<file path="config.mk">
export PLATFORM = sky130hd
export DESIGN_NAME = music_playback_controller
export DESIGN_NICKNAME = d
export VERILOG_FILES = /design/src/rtl/music_playback_controller.sv
export SDC_FILE = /design/constraint.sdc
export NUM_CORES = 1
export LEC_CHECK = 0
export ABC_AREA = 1
export CAP_MARGIN = 25
export CORE_MARGIN = 1.5
export CORE_UTILIZATION = 46
export CTS_BUF_LIST = sky130_fd_sc_hd__clkbuf_4 sky130_fd_sc_hd__clkbuf_8
export CTS_CLUSTER_SIZE = 14
export DETAILED_ROUTE_END_ITERATION = 10
export PLACE_DENSITY_LB_ADDON = 0.15
export SLEW_MARGIN = 25
export SYNTH_ARGS = -nofsm -noshare
export SYNTH_HDL_FRONTEND = slang
export SYNTH_SLANG_ARGS = --single-unit
</file>
<file path="constraint.sdc">
create_clock -name clk -period 5.05 [get_ports clk]
set_input_delay 1.01 -clock clk [delete_from_list [all_inputs] [get_ports clk]]
set_output_delay 1.01 -clock clk [all_outputs]
set_load 0.01 [all_outputs]
</file>
<file path="src/rtl/music_playback_controller.sv">
`timescale 1ns/1ps
// music_playback_controller
// Playback sequencer for a bank of song ROMs. It decodes play/pause/stop/next/prev
// pulses, drives one-hot read_en/read_rst to the selected ROM, forwards that ROM's
// note word to the tone path and detects the end of the song.
// Optional build macro: AUTO_ADVANCE_EN. When it is defined, the end of a song
// moves on to the next song (with wrap) and primes it, so the bank plays
// continuously. When it is undefined, the end of a song parks the FSM in DONE.
// note_valid marks note_out as a live note. There is no back-pressure: the tone
// generator takes the word on every cycle that note_valid is high.
module music_playback_controller #(
    parameter int NUM_SONGS     = 4,
    parameter int DATA_WIDTH    = 10,
    parameter int START_TIMEOUT = 4
) (
    input  logic                            clk,
    input  logic                            rst_n,
    input  logic                            cmd_play,
    input  logic                            cmd_stop,
    input  logic                            cmd_next,
    input  logic                            cmd_prev,
    input  logic [NUM_SONGS*DATA_WIDTH-1:0] mem_data,
    input  logic [NUM_SONGS-1:0]            mem_ready,
    output logic [NUM_SONGS-1:0]            mem_read_en,
    output logic [NUM_SONGS-1:0]            mem_read_rst,
    output logic [DATA_WIDTH-1:0]           note_out,
    output logic                            note_valid,
    output logic [$clog2(NUM_SONGS)-1:0]    song_idx,
    output logic [2:0]                      play_state,
    output logic                            song_end
);

    localparam int IDX_W = $clog2(NUM_SONGS);
    localparam int CNT_W = $clog2(START_TIMEOUT + 1);

    typedef enum logic [2:0] {
        S_IDLE  = 3'd0,
        S_PRIME = 3'd1,
        S_PLAY  = 3'd2,
        S_PAUSE = 3'd3,
        S_DONE  = 3'd4
    } state_t;

    state_t                 state;
    logic                   seen_ready;
    logic [CNT_W-1:0]       timeout_cnt;

    logic [IDX_W-1:0]       idx_inc;
    logic [IDX_W-1:0]       idx_dec;
    logic [IDX_W-1:0]       idx_step;
    logic [DATA_WIDTH-1:0]  cur_data;
    logic                   cur_ready;
    logic                   song_done;

    // The state register itself is the debug view of the FSM.
    assign play_state = state;

    // One-hot select for the ROM bank; every other ROM stays at 0.
    function automatic logic [NUM_SONGS-1:0] sel(input logic [IDX_W-1:0] i);
        logic [NUM_SONGS-1:0] v;
        v    = '0;
        v[i] = 1'b1;
        return v;
    endfunction

    // Neighbour indices with wrap, the selected ROM's data, and end-of-song detection.
    always_comb begin
        idx_inc   = (song_idx == IDX_W'(NUM_SONGS - 1)) ? '0 : song_idx + 1'b1;
        idx_dec   = (song_idx == '0) ? IDX_W'(NUM_SONGS - 1) : song_idx - 1'b1;
        idx_step  = cmd_next ? idx_inc : idx_dec;
        cur_data  = mem_data[song_idx*DATA_WIDTH +: DATA_WIDTH];
        cur_ready = mem_ready[song_idx];
        // A song ends when ready drops after it was seen, or when ready never
        // shows up within START_TIMEOUT playing cycles (empty ROM).
        song_done = !cur_ready &&
                    (seen_ready || (timeout_cnt == CNT_W'(START_TIMEOUT - 1)));
    end

    // Playback FSM; every output is registered alongside the next state.
    always_ff @(posedge clk or negedge rst_n) begin
        if (!rst_n) begin
            state        <= S_IDLE;
            song_idx     <= '0;
            mem_read_en  <= '0;
            mem_read_rst <= '0;
            note_out     <= '0;
            note_valid   <= 1'b0;
            song_end     <= 1'b0;
            seen_ready   <= 1'b0;
            timeout_cnt  <= '0;
        end else begin
            // Per-cycle outputs are low unless the branch below re-asserts them.
            mem_read_en  <= '0;
            mem_read_rst <= '0;
            note_out     <= '0;
            note_valid   <= 1'b0;
            song_end     <= 1'b0;

            if (cmd_stop) begin
                state <= S_IDLE;
            end else if (cmd_next || cmd_prev) begin
                song_idx <= idx_step;
                // While a song is active, switching tracks re-primes and auto-starts.
                if (state == S_PRIME || state == S_PLAY || state == S_PAUSE) begin
                    state        <= S_PRIME;
                    mem_read_rst <= sel(idx_step);
                end
            end else begin
                case (state)
                    S_IDLE, S_DONE: begin
                        if (cmd_play) begin
                            state        <= S_PRIME;
                            mem_read_rst <= sel(song_idx);
                        end
                    end
                    S_PRIME: begin
                        state       <= S_PLAY;
                        mem_read_en <= sel(song_idx);
                        seen_ready  <= 1'b0;
                        timeout_cnt <= '0;
                    end
                    S_PLAY: begin
                        if (song_done) begin
                            song_end <= 1'b1;
`ifdef AUTO_ADVANCE_EN
                            song_idx     <= idx_inc;
                            state        <= S_PRIME;
                            mem_read_rst <= sel(idx_inc);
`else
                            state <= S_DONE;
`endif
                        end else if (cmd_play) begin
                            // ROM keeps its pointer because read_en drops here.
                            state <= S_PAUSE;
                        end else begin
                            mem_read_en <= sel(song_idx);
                            note_out    <= cur_data;
                            note_valid  <= cur_ready;
                            if (cur_ready) begin
                                seen_ready <= 1'b1;
                            end else if (!seen_ready) begin
                                timeout_cnt <= timeout_cnt + 1'b1;
                            end
                        end
                    end
                    S_PAUSE: begin
                        // Resume without re-priming so the song continues in place.
                        if (cmd_play) begin
                            state       <= S_PLAY;
                            mem_read_en <= sel(song_idx);
                        end
                    end
                    default: begin
                        state <= S_IDLE;
                    end
                endcase
            end
        end
    end

endmodule

</file>
run_1/pinout.png
Pins as bars across the die edge, other pins in grey.
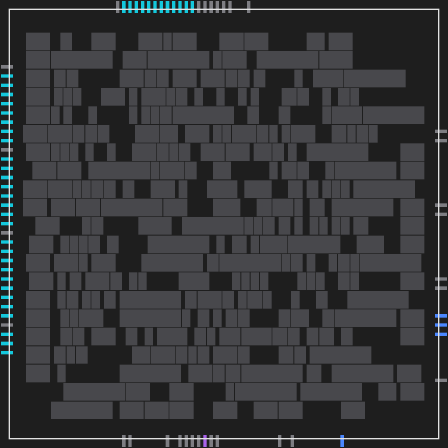
Blue is `mem_read_en`, pins 4, direction output, edge 3 right, 1 bottom. Cyan is `mem_data`, pins 40, direction input, edge 28 left, 12 top. Purple is `cmd_prev`, pins 1, direction input, edge bottom.
All pins by edge: 32 left, 20 top, 13 bottom, 10 right.

run_1/sizing.png
Bar = 20 µm.
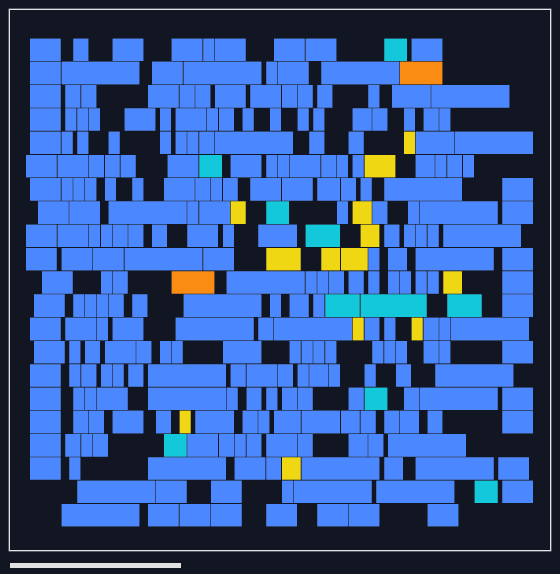
Blue is x1 and smaller, cells 267, share 91%. Yellow is x2, cells 13, share 4.5%. Cyan is x3 and x4, cells 10, share 3.4%. Orange is x6 and larger, cells 2, share 0.68%.

==> flow_results.org, run 1 <==
* Flow results

** Floorplan
- Chip area :: ~0.0040 mm²
- The flow inserted 46 tap cells.
- Height of the die :: approximately 63 µm
- Initial core utilization :: 49.1%
- From left edge to right edge, the die measures roughly 63 µm.
- The floorplan report gives the top-level pin count as 75.

** Worst hold path
- Hold Crit Start :: timeout_cnt[2]
- Worst hold-check path type :: flip-flop to flip-flop

** Setup path
- The setup path with the least slack is of type flip-flop to primary output.
- FF-to-FF setup slack :: roughly 2600 ps
- Counting both buffers and inverters, the worst setup path holds a total of 1.
- The report puts the cell count of the worst reg-to-reg path at 6.
- On the worst path, the slowest cell contributes a delay of around 900 ps.
- STA classifies the critical path startpoint as a flip-flop.
- Critical register-to-register path endpoint :: mem_read_rst[2]
- For reference, the critical path is captured by song_idx[0].
- OpenSTA lists the critical path startpoint as song_idx[0].
- The STA report counts the stages on the worst setup path as 1.
- Data on the critical path arrives at its endpoint at 1920 ps.
- STA classifies the critical path endpoint as a primary output.
- On the critical path, the stage with the largest delay is an instance of sky130_fd_sc_hd__dfrtp_1.
- In this run the worst path has a maximum fanout of 28.
- Critical path cell sequence :: clkdlybuf4s50_1
- The kind of cell with the highest combined delay along the critical path is flip-flops.

** Routing
- Per the detailed-route log, wirelength across all metal layers totals 4280 µm.
- The first detailed-routing pass ran for 4 iterations.
- The DRC violation total left in the routed layout is recorded as 0.
- Via density :: slightly above 5
- Total number of vias :: ~1,700
- Per the detail_route report, routed wire per instance is between 10 and 15 µm.
- Post-DRT Antenna Nets :: 0

** Layout
- Leading cell types in the layout, fill and taps excluded :: 74 x sky130_fd_sc_hd__clkdlybuf4s50_1, 67 x sky130_fd_sc_hd__nand2_1, 29 x sky130_fd_sc_hd__a21oi_1, 29 x sky130_fd_sc_hd__dfrtp_1, 14 x sky130_fd_sc_hd__nand3_1
- Sequential cell count :: 29
- Fraction of area in multi-input gates :: between 30% and 40%
- Footprint of the multi-input gates :: approximately 860 µm²
- Number of fillers in the final layout :: 255
- Most frequent standard cell in the layout excluding fill and tap cells :: sky130_fd_sc_hd__clkdlybuf4s50_1
- Inserted Diodes :: 0
- The class occupying the most area after layout is reported as logic gates.
- Area Growth Syn to Fin :: 50.9%
- Flop share of the area :: around 29%
- Non-clock inverters in the final layout number 14.
- The layout report lists the combined flip-flop and latch area as roughly 730 µm².
- Clock buf/inv share :: around 2.8%
- The layout has 7 clock buffers.
- Measured on the finished design, the core utilization comes to about three quarters.
- Non-clock buffers in the final layout number ~75.
- The layout contains a multi-input combinational cell count of between 150 and 200.

** Synth
- Avg Cell Area, Syn :: ~7.7 µm²
- Cell count after synthesis :: about 220
- Synthesized registers :: 29
- Yosys cell types :: 29
- Synthesis produced a netlist with a net count of 272.
- The number of cells reported by Yosys stat comes to ~220.
- The synthesized netlist has a Yosys-reported chip area of between 0.0015 and 0.002 mm².
- The mapped netlist covers ~0.0017 mm².

** Pwr
- Switching share of power :: 41.3%
- The leakage power in the latest report is between 0.001 and 0.0015 µW.
- Max IR drop VDD :: ~0.18 mV
- The analysis attributes to net switching a power of around 350 µW.
- PD cells :: approximately 330 mW/mm²
- P_int :: between 400 and 500 µW
- Share of power burned in registers :: 36.5%

** Timing
- Final Hold Violation Tally :: 0
- The final layout reports a setup TNS of 0 ps.
- Setup repair after global routing left no endpoint under its margin.
- Period minus WS final :: 2930 ps
- At the pin with the least slew margin, the transition time is approximately 850 ps.
- In the final run the clock tree shows a worst skew of ~8.0 ps.
- Peak Freq :: 341 MHz
- Dividing the final minimum period by the clock period gives between 50% and 60%.
- In this run the tightest slew margin relative to its limit is ~43%.

** Global route
- Total Routing Usage GR :: a little under a quarter
- The initial antenna violation count came to 0.
- The first global-routing pass estimated approximately 7000 µm of wire.
- The number of global-route vias before repair came to around 1,600.
- Entering global routing, the biggest net connects 30 pins.

** CTS
- TritonCTS built the clock tree.
- Looking at the clock tree report, the H-tree level count equals 2.
- Looking at the clock tree report, the root buffer type is sky130_fd_sc_hd__clkbuf_4.
- Clock insertion delay at the later pin of the skew report :: roughly 340 ps
- Per the CTS log, the buffer count on the longest clock path is 2.
- After clock tree synthesis, the repair step resized 0 gates.
- After clock tree synthesis, the setup repair step added 0 buffers.

** Flow run
- Max-Cap Viols :: 0
- The number of warnings reported in the stage logs is 29.

** Run status
- The flow ran to the end, and the final reports show no timing, DRC or antenna violations.

** Placement
- Once detailed placement completed, the half-perimeter wirelength came to roughly 3200 µm.
- Port buffering added approximately 74 buffers.
- Global placer's final weighted congestion :: 0.929
run_1/class_map.png
Bar = 20 µm.
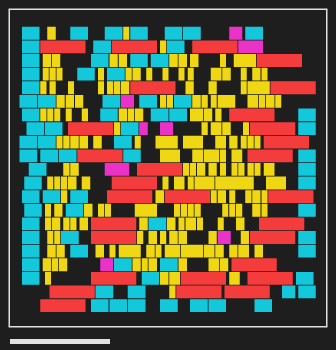
Cyan is remaining buffers and delay cells, cells 75. Magenta is clock drivers and dummy loads, cells 8. Yellow is remaining logic cells, cells 180. Red is registers, cells 29.
Final Cell Area: 0.00251 mm²
Floorplan Core Area: 0.00339 mm²
placement row count: 21

run_1/clock_nets.png
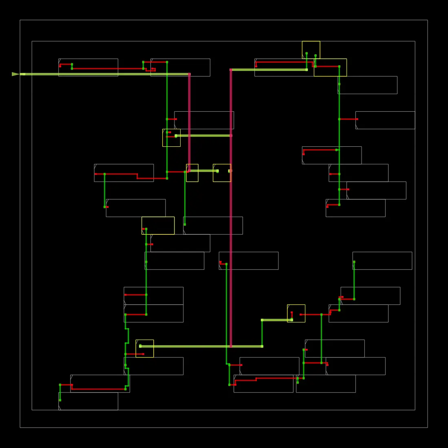
TritonCTS Buffers: 5
clock sinks: 29

run 1: kinds of logic (layout without fill, tap and decap cells):
family          after synthesis  after routing  share of synthesized area (%)
mux                           1              1                          0.677
buf+inv                      21             97                           4.89
fa+ha+maj                     6              6                           4.51
simple gates                117            117                           33.0
xor+xnor                      1              1                          0.527
flops                        29             29                           43.6
compound gates               41             41                           12.8
run 1: tightest hold or removal path: stages, from the launching register on:
cell                      delay (ps)
sky130_fd_sc_hd__dfrtp_1         360
sky130_fd_sc_hd__nand2_1          50
sky130_fd_sc_hd__o21ai_1          60
run 1: sequential cells by signal, summed over array words and instances (netlist names):
name and flops:
song_idx 2, seen_ready 1, mem_read_rst 4, mem_read_en 4, note_valid 1, note_out 10, play_state 3, song_end 1
timeout_cnt 3
run 1: Yosys cell counts:
master	n	share of area, %
sky130_fd_sc_hd__nand2_4	1	0.68
sky130_fd_sc_hd__a21oi_2	1	0.53
sky130_fd_sc_hd__a21oi_1	29	8.7
sky130_fd_sc_hd__nor4_1	1	0.38
sky130_fd_sc_hd__nand2_2	2	0.75
sky130_fd_sc_hd__buf_2	2	0.60
sky130_fd_sc_hd__inv_2	4	0.90
sky130_fd_sc_hd__and2_1	1	0.38
sky130_fd_sc_hd__dfrtp_1	29	44
sky130_fd_sc_hd__xnor2_1	1	0.53
sky130_fd_sc_hd__nor3_1	10	3.0
sky130_fd_sc_hd__nor2_2	2	0.75
sky130_fd_sc_hd__nand2_1	67	15
sky130_fd_sc_hd__clkbuf_1	5	1.1
sky130_fd_sc_hd__o21ai_1	5	1.5
sky130_fd_sc_hd__nand3_1	14	4.2
sky130_fd_sc_hd__o21ai_0	4	1.2
sky130_fd_sc_hd__nand4_1	4	1.5
sky130_fd_sc_hd__nand4_4	1	1.3
sky130_fd_sc_hd__nor2_4	2	1.4
sky130_fd_sc_hd__a21boi_1	1	0.45
sky130_fd_sc_hd__nor2_1	8	1.8
sky130_fd_sc_hd__or2_2	1	0.38
sky130_fd_sc_hd__ha_1	6	4.5
sky130_fd_sc_hd__o22ai_1	1	0.38
sky130_fd_sc_hd__or2_1	2	0.75
sky130_fd_sc_hd__nand3_2	1	0.60
sky130_fd_sc_hd__inv_1	10	2.3
sky130_fd_sc_hd__mux2_2	1	0.68
run 1: power by group through the flow:
stage	Sequential [µW]	Clock (µW)	Combinational, µW
after CTS	306	168	367
after detailed placement	311	0	364
after global placement	308	0	358
final	305	164	367
after global routing	312	179	410
after floorplan	280	0	268
run 1: through the flow:
stage	setup WS, ps	cell area [µm²]	hold slack, ps	power, µW	instances
after floorplan	3130	1660	459	548	216
after global placement	2480	2440	477	666	330
after detailed placement	2450	2440	488	675	330
after CTS	2090	2510	509	841	338
after global routing	2010	2510	519	901	338
final	2120	2510	506	836	338
run 1: layer usage:
layer | GRT usage, % | vias to the layer above | share of wire, %
met2 | 38.3 | 73 | 49
met3 | 7.32 | 8 | 6.4
li1 | - | 865 | -
met4 | 9.72 | 0 | 2.0
met1 | 28.0 | 769 | 42
met5 | 0 | - | 0
==> run 1 -> run 2 <==
Settings changed: CORE_UTILIZATION 46 to 39.
Clock period 5.05 ns to 2.47 ns, I/O delays scaled along.
run_2/class_map.png
Bar = 20 µm.
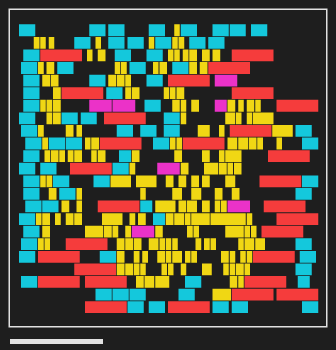
share of the core filled with cells: 63.0%
Final Cell Area: 0.00256 mm²
placement row count: 23
Floorplan Core Area: 0.00406 mm²

run_2/sizing.png
Bar = 20 µm.
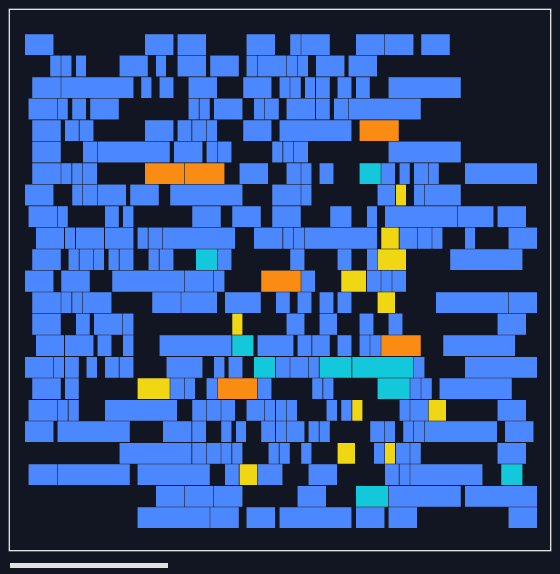
Yellow is x2, cells 12, share 4.1%. Blue is x1 and smaller, cells 267, share 91%. Cyan is x3 and x4, cells 9, share 3.1%. Orange is x6 and larger, cells 6, share 2.0%.

run_2/clock_nets.png
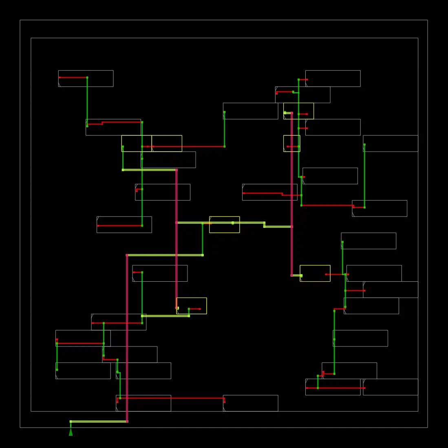
worst-case clock skew: 7.50 ps
clock insertion delay at the later pin of the skew report: 280 ps
power dissipated in the clock network: 398 µW

==> run 2 against run 1 <==
Against the previous run:
- power is 120% higher
- setup slack got worse by 1700 ps
- count of clock-buffer cells in the layout stayed put
- die area increased by 17%
- design area rose by 1.9%
- core utilization is 11 points lower
- clock skew fell by 0.51 ps
==> flow_results.org, run 2 <==
* Flow results

** Run status
- Outcome :: finished, final reports clean

** Global route
- The first global-routing pass estimated around 6900 µm of wire.
- After global routing, the most crowded layer is met2.
- met2 track demand over resource after global routing is a little under a third.
- Across every metal layer, demand over resource in global routing totals about a fifth.
- The number of global-route vias before repair was 1,533.

** Routing
- Across all layers, the routed design uses roughly 1,700 vias.
- The script logs the ratio of routed vias to standard cells as 4.96.
- The script parses the final routing iteration and logs DRC violations as 0.
- Once detail routing completed, the nets flagged for antenna violations numbered 0.
- After detailed routing, the total wire length is roughly 4400 µm.
- The first detailed-routing pass ran for 4 iterations.
- Dividing the detail-routed wire length by the instance count gives roughly 13 µm.

** Timing
- After layout, the worst path uses about 80% of the clock period.
- Setup repair after global routing missed its margin :: false
- For the final routed database, the setup TNS stands at 0 ps.
- Looking at the max-slew report, the worst-margin pin has a slew of 561 ps.

** Worst hold path
- The most critical min-delay path falls under flip-flop to flip-flop.

** Pwr
- Switching share of power :: around 39%
- P_int :: around 1100 µW
- For this design the static power due to leakage is 0.00113 µW.
- The share of total power dissipated in sequential elements is between 30% and 40%.
- PD cells :: roughly 710 mW/mm²
- Psw :: slightly above 700 µW

** Synth
- Most frequently used cell type in the post-synthesis netlist :: sky130_fd_sc_hd__nand2_1
- After synthesis the cells add up to between 0.0015 and 0.002 mm².
- Biggest area contributors in the synthesized netlist :: sky130_fd_sc_hd__dfrtp_1 44%, sky130_fd_sc_hd__nand2_1 15%, sky130_fd_sc_hd__a21oi_1 8.7%, sky130_fd_sc_hd__ha_1 4.5%, sky130_fd_sc_hd__nand3_1 4.2%
- After synthesis, the chip area reported by Yosys is 0.00166 mm².
- Leading area contributor after synthesis :: sky130_fd_sc_hd__dfrtp_1
- The commonest cells after synthesis are 67 x sky130_fd_sc_hd__nand2_1, 29 x sky130_fd_sc_hd__a21oi_1, 29 x sky130_fd_sc_hd__dfrtp_1.
- When the netlist entered floorplanning its net count stood at between 200 and 300.
- Synthesis inferred 29 register bits.
- FFs w/ async S/R, synth :: 100%

** CTS
- The clock drives 29 sinks.
- TritonCTS clock tree :: yes
- Quantity of gates resized following cts :: 0
- TritonCTS Buffers :: 5
- In this run the post-CTS setup repair buffer count came out at 0.
- The clock passes through at most 2 buffers.

** Layout
- Area Growth Syn to Fin :: 53.8%
- Leaving out fill and tap cells, the most frequent cells in the layout are 74 x sky130_fd_sc_hd__clkdlybuf4s50_1, 67 x sky130_fd_sc_hd__nand2_1, 29 x sky130_fd_sc_hd__a21oi_1, 29 x sky130_fd_sc_hd__dfrtp_1, 14 x sky130_fd_sc_hd__nand3_1.
- The largest register by flop count is note_out.
- The registers reported with the highest flop counts are note_out: 10 flops, mem_read_en: 4 flops, mem_read_rst: 4 flops.
- By instance count after routing, the leading logic cell type is sky130_fd_sc_hd__clkdlybuf4s50_1.
- Max reg flops :: 10

** Floorplan
- The die is 68.3 µm wide.
- Height of the die :: 68.3 µm
- Number of top-level pins :: roughly 75

** Setup path
- The worst setup path is launched from a flip-flop.
- Max fanout on the critical path was recorded as 27.
- Worst setup path class :: flip-flop to primary output

** Placement
- The HPWL after detailed placement is 3300 µm.
- RePlAce ended its routability-driven mode at a weighted congestion of 0.881.

** Flow run
- The run reported a max-capacitance violation count of 0.
[run 2: cell counts after synthesis]
No cell type changed its count.
[run 2: power by group through the flow]
stage / clock (µW) / combinational, µW / sequential, µW
after floorplan: 0 / 547 / 573
after global routing: 434 / 955 / 566
final: 398 / 852 / 559
after CTS: 411 / 856 / 560
after global placement: 0 / 852 / 570
after detailed placement: 0 / 853 / 568
[run 2: through the flow]
stage	area, µm²	hold slack (ps)	setup slack [ps]	util, %	std cells
3_3_place_gp	2470	476	502	60.8	337
4_1_cts	2560	497	448	63.0	344
5_1_grt	2560	541	386	63.0	344
3_5_place_dp	2470	483	465	60.8	337
2_1_floorplan	1660	198	605	-	216
6_report	2560	499	464	63.0	344
[run 2: area by class of cell]
type | instances | area (µm²)
clock buffers | 7 | 90.1
well taps | 50 | 62.6
flip-flops and latches | 29 | 726
repair buffers | 78 | 771
inverters | 14 | 52.6
multi-input cells | 166 | 856
fillers | 359 | 1500
[run 2: cells by family after synthesis]
| logic type | share of synthesized area (%) |
|---|---|
| buf+inv | 4.89 |
| compound gates | 12.8 |
| flops | 43.6 |
| mux | 0.677 |
| fa+ha+maj | 4.51 |
| simple gates | 33.0 |
| xor+xnor | 0.527 |
[run 2: worst paths after layout]
kind	to	slack, ps	startpoint
max in group asynchronous	seen_ready	1580	rst_n
min reg2reg	timeout_cnt[2]	500	timeout_cnt[2]
max reg2reg	mem_read_rst[2]	670	song_idx[0]
max	song_idx[0]	460	song_idx[0]
min in group asynchronous	mem_read_rst[2]	600	rst_n
min	timeout_cnt[2]	500	timeout_cnt[2]
[run 2: critical path: stages, from the launching register on]
cell and delay [ps]:
sky130_fd_sc_hd__dfrtp_1 360, sky130_fd_sc_hd__buf_4 280, sky130_fd_sc_hd__clkdlybuf4s50_1 590
[run 2: routing by layer]
layer / up-vias / part of all wire [%]
met1: 760 / 45
met2: 65 / 46
met3: 10 / 6.5
met5: - / 0
li1: 872 / -
met4: 0 / 2.4
==> run 2 -> run 3 <==
Settings changed: CORE_UTILIZATION 39 to 43.
Clock period 2.47 ns to 2.01 ns, I/O delays scaled along.
run_3/sizing.png
Bar = 20 µm.
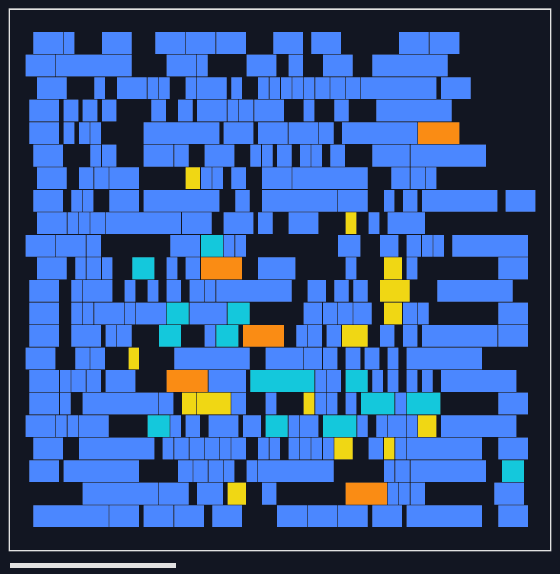
Blue is x1 and smaller, cells 267, share 89%. Cyan is x3 and x4, cells 14, share 4.7%. Yellow is x2, cells 14, share 4.7%. Orange is x6 and larger, cells 5, share 1.7%.

run_3/class_map.png
Bar = 20 µm.
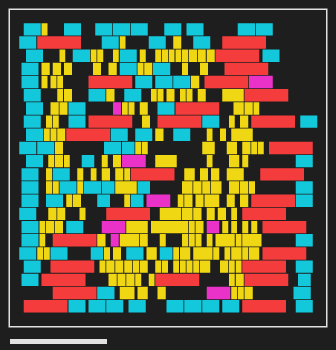
Cyan is remaining buffers and delay cells, cells 83. Red is registers, cells 29. Magenta is clock drivers and dummy loads, cells 8. Yellow is remaining logic cells, cells 180.

run_3/clock_wires.png
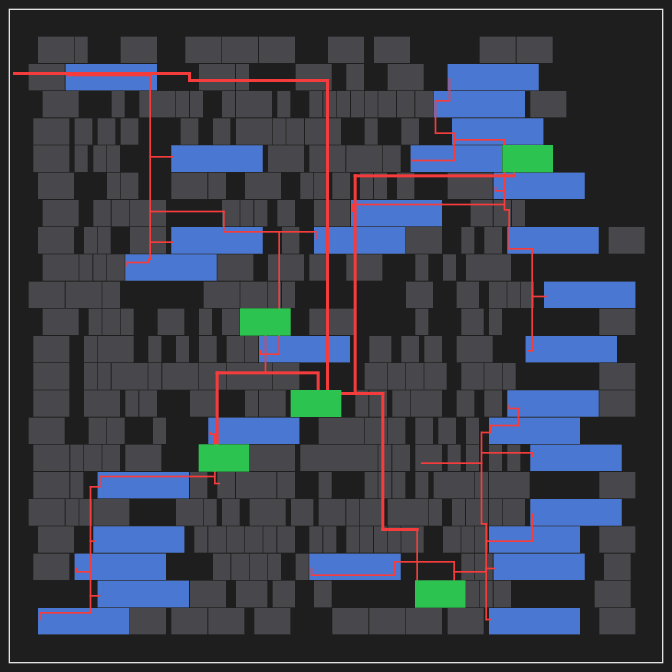
Blue is flip-flops, count 29. Red is clock wires, length 418 µm. Green is clock-net drivers, count 5.
Position of the flops: all over the die.
share of power burned in the clock network: 21.0%
worst-case clock skew: 5.67 ps
power dissipated in the clock network: 475 µW

==> run 3 against run 2 <==
Against the previous run:
- setup slack got worse by 270 ps
- count of clock-buffer cells in the layout fell by 1
- critical path depth did not move
- die area fell by 8.9%
- design area rose by 1.2%
- final cell count rose by 1.2%
- synthesized area did not move
- critical path type unchanged
==> flow_results.org, run 3 <==
* Flow results

** Placement
- In this run the tool buffered the top-level ports with roughly 74 buffer cells.
- The placement summary gives the final routability congestion estimate as 0.835.
- Detailed placement finished with a half-perimeter wire length of about 3500 µm.
- Before CTS, the worst setup slack after placement is 66.0 ps.

** Routing
- Average routed wire per standard cell :: about 13 µm
- Detailed Routing Iterations Pass 1 :: 4
- DRC violation count after routing :: 0
- Total number of vias :: approximately 1,700
- The routed design shows a via density per instance of between 5 and 6.
- Post-DRT Antenna Nets :: 0
- Overall routed net length :: between 4000 and 5000 µm

** CTS
- Clock sinks :: 29
- Post-CTS Setup Bufs :: 0
- Clock tree root driver cell :: sky130_fd_sc_hd__clkbuf_8
- Cts-stage hold buffer count :: 0
- TritonCTS clock tree :: yes
- TritonCTS Buffers :: 5
- Looking at the clock tree report, the H-tree level count equals 2.
- Max Root-Sink Buffers :: 2
- In the CTS report, the clock slew at the register clock pins of the worst setup and hold paths is listed as 60 ps.
- At the later pin of the worst-skew pair, clock insertion delay measures between 200 and 300 ps.
- Once the clock tree was built, the resizer swapped 0 gates to a different size.

** Pwr
- Psw :: approximately 900 µW
- Share of power burned in registers :: slightly below 30%
- Cell internal power was estimated by the tool at 1370 µW.
- The script extracted a total leakage power of between 0.001 and 0.0015 µW.
- Total power normalized to cell area comes to approximately 900 mW/mm².
- Switching share of power :: 39.7%
- PnR Total Power :: 2270 µW
- In this run the VDD rail shows a maximum IR drop of ~0.56 mV.

** Layout
- Number of fillers in the final layout :: 338
- The largest registers in the layout are note_out: 10 flops, mem_read_en: 4 flops, mem_read_rst: 4 flops.
- The register with the most flip-flops in the layout has 10 of them.
- Area Growth Syn to Fin :: 55.7%
- Share of the core filled with cells :: ~70%
- Leading cell types in the layout, fill and taps excluded :: 74 x sky130_fd_sc_hd__clkdlybuf4s50_1, 67 x sky130_fd_sc_hd__nand2_1, 29 x sky130_fd_sc_hd__a21oi_1, 29 x sky130_fd_sc_hd__dfrtp_1, 14 x sky130_fd_sc_hd__nand3_1
- The final antenna diode tally reported by the flow is 0.
- The top cell type in the final layout, fill and taps aside, is sky130_fd_sc_hd__clkdlybuf4s50_1.
- More flip-flops sit in one register than any other, and that register is note_out.

** Synth
- Synthesized registers :: 29
- Yosys top cell area share :: 43.6%
- After synthesis, the cell types taking the most area are sky130_fd_sc_hd__dfrtp_1 44%, sky130_fd_sc_hd__nand2_1 15%, sky130_fd_sc_hd__a21oi_1 8.7%, sky130_fd_sc_hd__ha_1 4.5%, sky130_fd_sc_hd__nand3_1 4.2%.
- Net count of the mapped netlist :: ~270
- The synthesized netlist contains 29 unique library cells.
- Yosys Instances :: around 220
- Looking at the cell usage after synthesis, the top flip-flop cell is sky130_fd_sc_hd__dfrtp_1.
- Counting flops with an async set or reset pin after synthesis yields a share of 100%.
- The largest total area in the synthesized netlist belongs to sky130_fd_sc_hd__dfrtp_1.
- Leading cell types by count after synthesis :: 67 x sky130_fd_sc_hd__nand2_1, 29 x sky130_fd_sc_hd__a21oi_1, 29 x sky130_fd_sc_hd__dfrtp_1
- Counting every instance in the synthesized netlist gives 216.
- Cell area after synthesis :: between 0.0015 and 0.002 mm²
- sky130_fd_sc_hd__nand2_1 is the most common cell in the netlist.
- Avg Cell Area, Syn :: 7.70 µm²
- Post-synth EDFFs :: 0

** Setup path
- Kind of start point of the critical path :: flip-flop
- Origin of the critical flop-to-flop path :: timeout_cnt[0]
- Start point of the critical path :: song_idx[1]
- Worst-path maximum fanout :: 15
- Nature of the critical path endpoint :: primary output
- On the critical path the data arrives at roughly 1400 ps.
- Per STA, the worst path is made up of buf_4 > clkdlybuf4s50_1.
- The largest individual stage delay along the critical path comes from the cell sky130_fd_sc_hd__clkdlybuf4s50_1.
- Worst setup path class :: flip-flop to primary output
- The longest incremental delay of any stage on the critical path is reported as roughly 580 ps.

** Global route
- The number of global-route vias before repair is between 1,500 and 2,000.
- Number of antenna violations at the first check in global routing :: 0
- Entering global routing, the biggest net connects 30 pins.
- The first global-routing pass estimated between 7000 and 8000 µm of wire.
- Total Routing Usage GR :: about a quarter

** Timing
- Period minus WS final :: between 1500 and 2000 ps
- Share of the clock period used by the worst path after layout :: between 90% and 100%
- Adding up every negative setup slack in the final design gives 0 ps.
- The pin closest to its max-slew limit shows a slew of 429 ps.
- The final timing report gives a worst setup slack of slightly below 200 ps.
- Timing would allow up to between 500 and 600 MHz.
- In this run the tightest slew margin relative to its limit is 71.1%.
- Final Hold Violation Tally :: 0
- Setup repair after global routing missed its margin :: false

** Floorplan
- According to the floorplan report, the placeable core area is about 0.0037 mm².
- Initial core utilization :: 45.1%
- Height of the die :: approximately 65 µm
- Chip area :: around 0.0042 mm²
- Number of top-level pins :: approximately 75
- The floorplan has 22 rows.
- The floorplan step set the die width to ~65 µm.

** Flow run
- The stage logs contain a warning count of 29.
- Max-Cap Viols :: 0

** Worst hold path
- The type recorded for the worst min-delay path is primary input to async pin.

** Run status
- The flow ran to the end, and the final reports show no timing, DRC or antenna violations.
run 3: final timing paths:
| check | end | slack [ps] | cells past startpoint |
|---|---|---|---|
| max | song_idx[1] | 200 | 2 |
| min | play_state[0] | 500 | 2 |
| max reg2reg | note_out[5] | 280 | 6 |
| min reg2reg | timeout_cnt[2] | 500 | 2 |
| max in group asynchronous | mem_read_rst[0] | 1240 | 2 |
| min in group clk | timeout_cnt[2] | 500 | 2 |
run 3: worst max-delay path, delay by kind of cell, from the launching register on:
| kind | cells | cell delay [ps] |
|---|---|---|
| buffers and inverters | 2 | 790 |
| DFF | 1 | 340 |
run 3: kinds of logic after synthesis:
group	share of synthesized area, %
buffers and inverters	4.89
xor gates and xnor gates	0.527
DFF	43.6
AOI/OAI and AO/OA	12.8
adders and majority gates	4.51
and+or+nand+nor	33.0
muxes	0.677
run 3: final cells by class:
type,instances,area [µm²],area share [%]
clock buffers,6,76.3,2.95
clock inverters,2,10.0,0.387
inverters,14,52.6,2.03
multi-input cells,166,856,33.1
flip-flops and latches,29,726,28.0
well taps,48,60.1,2.32
repair buffers,83,808,31.2
run 3: power by group through the flow:
stage | sequential (µW) | combinational (µW) | clock [µW]
detailed placement | 682 | 1120 | 0
floorplan | 704 | 673 | 0
finish | 670 | 1120 | 475
global placement | 679 | 1100 | 0
CTS | 671 | 1120 | 481
global route | 674 | 1270 | 515
run 3: metal layers:
| layer | share of wire [%] | vias to the layer above | GRT usage (%) |
|---|---|---|---|
| li1 | - | 881 | - |
| met1 | 42 | 780 | 31.0 |
| met2 | 47 | 75 | 38.4 |
| met3 | 8.3 | 10 | 6.68 |
| met4 | 1.8 | 0 | 10.7 |
| met5 | 0 | - | 0 |
run 3: per-stage QoR:
stage	cell area [µm²]	instances	hold slack, ps
after global placement	2500	340	477
after floorplan	1660	216	106
after CTS	2590	348	511
final	2590	348	503
after global routing	2590	348	537
after detailed placement	2500	340	496
Power is estimated from default activity; no workload was simulated.
